**src/rtl/atm_keypad_entry.sv**
```systemverilog
// ATM keypad entry FSM: collects account, PIN, menu, amount and destination fields and issues a request.
// Optional idle timeout is enabled by defining KEYPAD_TIMEOUT_EN.
module atm_keypad_entry #(
    parameter int TIMEOUT_CYCLES = 100
) (
    input  logic        clk,
    input  logic        rst_n,
    input  logic        key_valid,
    input  logic [3:0]  key_code,
    input  logic        req_ready,
    output logic [11:0] accNumber,
    output logic [3:0]  pin,
    output logic [2:0]  menuOption,
    output logic [10:0] amount,
    output logic [11:0] destinationAccNumber,
    output logic        lang,
    output logic        req_valid,
    output logic        err,
    output logic        timeout,
    output logic [2:0]  entry_state
);

    typedef enum logic [2:0] {
        S_IDLE = 3'd0, S_ACC = 3'd1, S_PIN = 3'd2, S_MENU = 3'd3,
        S_AMT  = 3'd4, S_DEST = 3'd5, S_REQ = 3'd6
    } state_t;

    localparam logic [3:0] K_ENTER  = 4'hA;
    localparam logic [3:0] K_CLEAR  = 4'hB;
    localparam logic [3:0] K_CANCEL = 4'hC;
    localparam logic [3:0] K_LANG   = 4'hD;

    state_t      state, state_nx;
    logic [11:0] acc, acc_nx;
    logic [2:0]  dcnt, dcnt_nx;
    logic [11:0] acc_num_nx, dest_nx;
    logic [3:0]  pin_nx;
    logic [2:0]  menu_nx;
    logic [10:0] amount_nx;
    logic        lang_nx, err_nx, cancel;
    logic [15:0] acc_calc;
    logic [11:0] limit;
    logic [2:0]  cap;
    logic        tmo_hit;

`ifdef KEYPAD_TIMEOUT_EN
    localparam int CW = $clog2(TIMEOUT_CYCLES + 1);
    logic [CW-1:0] tcnt;

    // The counter also rests in REQ so a return to MENU starts a fresh idle interval.
    assign tmo_hit = !key_valid && (state inside {S_ACC, S_PIN, S_MENU, S_AMT, S_DEST})
                     && (tcnt == CW'(TIMEOUT_CYCLES - 1));

    always_ff @(posedge clk) begin
        if (!rst_n) begin
            tcnt    <= '0;
            timeout <= 1'b0;
        end else begin
            timeout <= tmo_hit;
            if (key_valid || state == S_IDLE || state == S_REQ) tcnt <= '0;
            else                                                 tcnt <= tcnt + CW'(1);
        end
    end
`else
    assign tmo_hit = 1'b0;
    assign timeout = 1'b0;
`endif

    always_comb begin
        limit = 12'd4095;
        cap   = 3'd4;
        case (state)
            S_PIN:   begin limit = 12'd15;   cap = 3'd2; end
            S_MENU:  begin limit = 12'd7;    cap = 3'd1; end
            S_AMT:   begin limit = 12'd2047; cap = 3'd4; end
            default: ;
        endcase
    end

    assign acc_calc = 16'(acc) * 16'd10 + 16'(key_code);

    // NOTE: every variable gets a default at the top of always_comb so no path can infer a latch.
    always_comb begin
        state_nx   = state;
        acc_nx     = acc;
        dcnt_nx    = dcnt;
        acc_num_nx = accNumber;
        pin_nx     = pin;
        menu_nx    = menuOption;
        amount_nx  = amount;
        dest_nx    = destinationAccNumber;
        lang_nx    = lang;
        err_nx     = 1'b0;
        cancel     = tmo_hit;

        if (!tmo_hit && key_valid) begin
            if (key_code == K_LANG) begin
                lang_nx = ~lang;
            end else if (state == S_REQ || key_code > K_LANG) begin
                // REQ only honours LANG; E/F are ignored everywhere.
            end else if (key_code <= 4'd9) begin
                if (state == S_IDLE) begin
                    acc_nx   = 12'(key_code);
                    dcnt_nx  = 3'd1;
                    state_nx = S_ACC;
                end else if (dcnt >= cap || acc_calc > 16'(limit)) begin
                    err_nx = 1'b1;
                end else begin
                    acc_nx  = acc_calc[11:0];
                    dcnt_nx = dcnt + 3'd1;
                end
            end else if (key_code == K_CLEAR) begin
                acc_nx  = '0;
                dcnt_nx = '0;
            end else if (key_code == K_CANCEL) begin
                cancel = 1'b1;
            end else if (key_code == K_ENTER) begin
                if (dcnt == 3'd0) begin
                    err_nx = 1'b1;
                end else begin
                    acc_nx  = '0;
                    dcnt_nx = '0;
                    case (state)
                        S_ACC: begin acc_num_nx = acc; state_nx = S_PIN; end
                        S_PIN: begin pin_nx = acc[3:0]; state_nx = S_MENU; end
                        S_MENU: begin
                            if (acc == 12'd3) begin
                                menu_nx   = 3'd3;
                                amount_nx = '0;
                                state_nx  = S_REQ;
                            end else if (acc >= 12'd4) begin
                                menu_nx  = acc[2:0];
                                state_nx = S_AMT;
                            end else begin
                                // Invalid menu choice: keep the typed value so it can be cleared.
                                acc_nx  = acc;
                                dcnt_nx = dcnt;
                                err_nx  = 1'b1;
                            end
                        end
                        S_AMT: begin
                            amount_nx = acc[10:0];
                            state_nx  = (menuOption == 3'd6) ? S_DEST : S_REQ;
                        end
                        S_DEST: begin dest_nx = acc; state_nx = S_REQ; end
                        default: ;
                    endcase
                end
            end
        end

        if (state == S_REQ && req_ready) state_nx = S_MENU;

        if (cancel) begin
            state_nx   = S_IDLE;
            acc_nx     = '0;
            dcnt_nx    = '0;
            acc_num_nx = '0;
            pin_nx     = '0;
            menu_nx    = '0;
            amount_nx  = '0;
            dest_nx    = '0;
        end
    end

    // NOTE: sequential state uses non-blocking assignments so all registers update together at the edge.
    always_ff @(posedge clk) begin
        if (!rst_n) begin
            state                <= S_IDLE;
            acc                  <= '0;
            dcnt                 <= '0;
            accNumber            <= '0;
            pin                  <= '0;
            menuOption           <= '0;
            amount               <= '0;
            destinationAccNumber <= '0;
            lang                 <= 1'b0;
            err                  <= 1'b0;
        end else begin
            state                <= state_nx;
            acc                  <= acc_nx;
            dcnt                 <= dcnt_nx;
            accNumber            <= acc_num_nx;
            pin                  <= pin_nx;
            menuOption           <= menu_nx;
            amount               <= amount_nx;
            destinationAccNumber <= dest_nx;
            lang                 <= lang_nx;
            err                  <= err_nx;
        end
    end

    assign req_valid   = (state == S_REQ);
    assign entry_state = state;

endmodule

```
**config.mk**
```make
export PLATFORM = sky130hd
export DESIGN_NAME = atm_keypad_entry
export DESIGN_NICKNAME = d
export VERILOG_FILES = /design/src/rtl/atm_keypad_entry.sv
export SDC_FILE = /design/constraint.sdc
export NUM_CORES = 1
export LEC_CHECK = 0
export CAP_MARGIN = 25
export CORE_ASPECT_RATIO = 1.4
export CORE_MARGIN = 3
export CORE_UTILIZATION = 25
export CTS_CLUSTER_SIZE = 24
export DETAILED_ROUTE_END_ITERATION = 10
export GPL_ROUTABILITY_DRIVEN = 0
export PLACE_DENSITY = 0.46
export SLEW_MARGIN = 20
export SYNTH_ARGS = -nofsm -noshare
export SYNTH_HDL_FRONTEND = slang
export SYNTH_SLANG_ARGS = --single-unit
```
**constraint.sdc**
```tcl
create_clock -name clk -period 6.25 [get_ports clk]
set_input_delay 1.875 -clock clk [delete_from_list [all_inputs] [get_ports clk]]
set_output_delay 1.875 -clock clk [all_outputs]
set_load 0.01 [all_outputs]
```
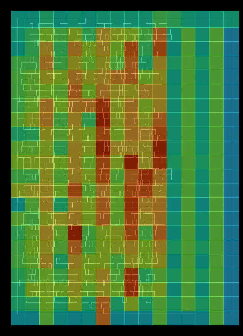
(routing congestion)
post-DR wirelength/cell: 16.4 um
met3 Usage GRT: 2.89%

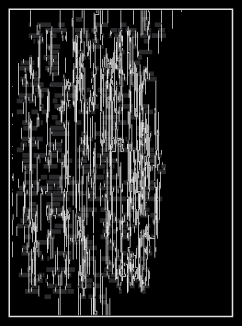
(the metal 2 layer)
(2 px per um) Cells faint in the background.
longest straight run: 61.2 um
wire length on this layer: 5,930 um
nets with wire on the layer: 470
share of all routed wire: 52%

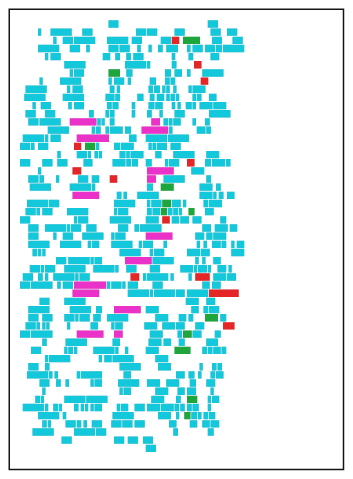
(cell sizes after repair)
(3 px per um)
| size | color | cells |
|---|---|---|
| drive 3 to 4 | red | 12 |
| drive 2 | green | 12 |
| drive 1 or less | cyan | 473 |
| drive 6 and up | magenta | 14 |

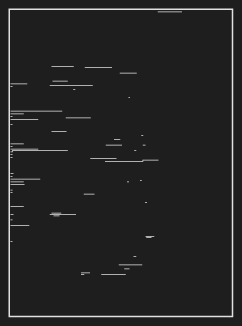
(signal wires on met3)
(2 px per um)
longest straight run: 27.6 um
share of all routed wire: 3.2%
main direction: horizontal

==> impl.org <==
* Implementation run

** Final layout
- Per the final report, the share of cell area in non-clock buffers is 12.2%.
- # diodes :: 0
- The post-route utilization of the core is recorded as 32.8%.
- Most frequent logic cell in the layout :: sky130_fd_sc_hd__nand2_1
- In the final layout, excluding clock buffers the buffer count is 62.
- After the flow finishes, the layout carries non-filler instances totaling 703.
- After routing the design area is 4940 um^2.
- In this run the layout overhead on the synthesized area is reported as 28.2%.
- Multi-input logic portion of the cell area :: 50.8%
- Comb gates :: 366
- The biggest slice of the area belongs to logic gates.
- Area of combinational cells with multiple inputs :: 2510 um^2

** Worst setup path
- Critical path fanouts, max :: 10
- The data required time reported for the critical path is 6.50 ns.
- The cell family contributing the most delay on the critical path is simple AND/OR/NAND/NOR gates.
- Among all stages on the critical path, the maximum delay recorded is 0.52 ns.
- The timing report notes that buffer and inverter cells on the critical path total 2.
- Critical path endpoint category :: register
- Listed in order, past its start point the critical path passes clkdlybuf4s50_1 > ha_1 > fa_1 > a21oi_1 > nor3b_1 > nand2_1 > xor2_1 > ha_1 > and4_1 > a211oi_1 > a31oi_1 > nor4b_1 > nand3b_1 > o21ai_1 > buf_4 > mux2i_1.
- Worst EP arrival :: 5.90 ns
- Looking at the reg2reg group, the worst path ends at acc[9]$_SDFFE_PP0P_.
- Startpoint types :: input pin
- The critical path is of the input pin to register type.

** Timing
- Looking at the max-slew report, the worst-margin pin has a slew of 0.941 ns.
- Headroom to the max-slew limit came out at 36.8%.
- After layout, the minimum clock period comes to 5.65 ns.
- Final hold analysis gives a worst-case slack of 0.450 ns.
- Across all setup checks in the final design, the least slack found is 0.596 ns.
- RSZ-0062 raised after global routing :: no
- In the final report, the number of pins over their slew limit comes to 0.
- Hold-check failures listed in the final report amount to 0.
- Setup clock skew after layout :: 0.0106 ns

** Pwr
- Peak supply drop :: 0.000118 V
- Internal :: 0.000787 W
- Sequential power for this build is 0.000407 W.
- The power report shows net switching accounting for 24.7% of the total.
- Per report_power, the Clock row totals 0.000551 W.
- Total power for the finished layout comes to 0.00104 W.
- The power report puts the net switching power at 0.000258 W.
- Top power group :: the clock network
- Power in combinational cells :: 0.0000866 W

** Drt
- After detailed routing, the number of vias per cell comes to 4.94.
- In the detailed route, the total length drawn on met2 is 5.93 mm.
- Per the detail_route log, the uppermost layer with routed signals is met4.
- TritonRoute pass-1 iters :: 4
- Number of design rule violations left after detail routing :: 0

** Die
- The floorplan report gives the top-level pin count as 57.
- Across the placement rows, the number of tap cells is 192.
- In the floorplan report the effective utilization is 25.6%.
- Area of the placeable core :: 15,100 um^2
- Area of the die :: 17,000 um^2

** Logic synthesis
- sky130_fd_sc_hd__nand2_1 is the most common cell in the netlist.
- Post-synth tally of flip-flops with integrated enable :: 0
- The number of cells reported by Yosys stat comes to 455.
- Average size of a mapped cell :: 8.47 um^2
- Yosys reported that registers with async set or reset make up 0%.
- Area share of xor/xnor cells in the synthesized design :: 3.86%
- Largest cells by area after synthesis :: sky130_fd_sc_hd__dfxtp_1 (32%), sky130_fd_sc_hd__ha_1 (12%), sky130_fd_sc_hd__mux2i_1 (9.1%)
- Per the synth stats, the flop cell with the highest instance count is sky130_fd_sc_hd__dfxtp_1.
- Gate count after technology mapping :: 455
- Area share of and-or/or-and cells after synthesis :: 15.7%
- In the synthesized netlist, the dominant kind of combinational cell is simple AND/OR/NAND/NOR gates.
- Once synthesis finished, the tally of register bits stood at 62.
- Syn Nets :: 502
- Register share after synthesis :: 32.2%
- The netlist uses 60 different library cells.
- Portion of netlist area occupied by mux cells :: 9.38%
- Area of the mapped netlist :: 3850 um^2

** GRT
- Global-route wire length before repair :: 18.9 mm
- GR Layer Usage met1 :: 15.9%
- After global routing the overflow that remains totals 0.
- Entering global routing, the biggest net connects 49 pins.
- Initial antenna violation count :: 0

** Clock network
- H-tree depth reported by CTS :: 3
- The number of setup buffers added after CTS is 0.
- Clock transition at path regs :: 0.06 ns
- Number of gates resized after CTS :: 0
- Hold_buf cts :: 0
- Clock insertion delay at the later pin of the skew report :: 0.33 ns
- TritonCTS clock tree :: done
- Root Driver :: sky130_fd_sc_hd__clkbuf_16
- Counting the buffers created by CTS gives 9.

** Status
- The flow ran to the end, and the final reports show no timing, DRC or antenna violations.

** Hold path
- The worst hold path passes through 2 cells.
- The worst hold path terminates at destinationAccNumber[7]$_SDFFE_PP0P_.

** Placement
- Once detailed placement completed, the half-perimeter wirelength came to 8.65 mm.
- Input/output buffers :: 55
- Number of cells in the design after placement :: 687
- The pre-CTS setup check shows a worst slack of 0.295 ns.

** Job
- Across the run, the number of max-cap violations was 0.
[how the worst max path moves through the flow]
stage,to,slack [ns],depth (start not counted)
2_1_floorplan,acc[10]$_SDFFE_PP0P_,1.26,15
3_3_place_gp,acc[10]$_SDFFE_PP0P_,0.38,16
3_5_place_dp,acc[9]$_SDFFE_PP0P_,0.29,16
4_1_cts,acc[9]$_SDFFE_PP0P_,0.59,16
5_1_grt,acc[6]$_SDFFE_PP0P_,0.20,15
6_report,acc[9]$_SDFFE_PP0P_,0.60,16
[registers in the layout, indices dropped and copies added (netlist names)]
name	flops
accNumber	12
destinationAccNumber	12
pin	4
entry_state	3
acc	12
menuOption	3
dcnt	3
amount	11
err	1
lang	1
Power and IR drop assume default switching activity.
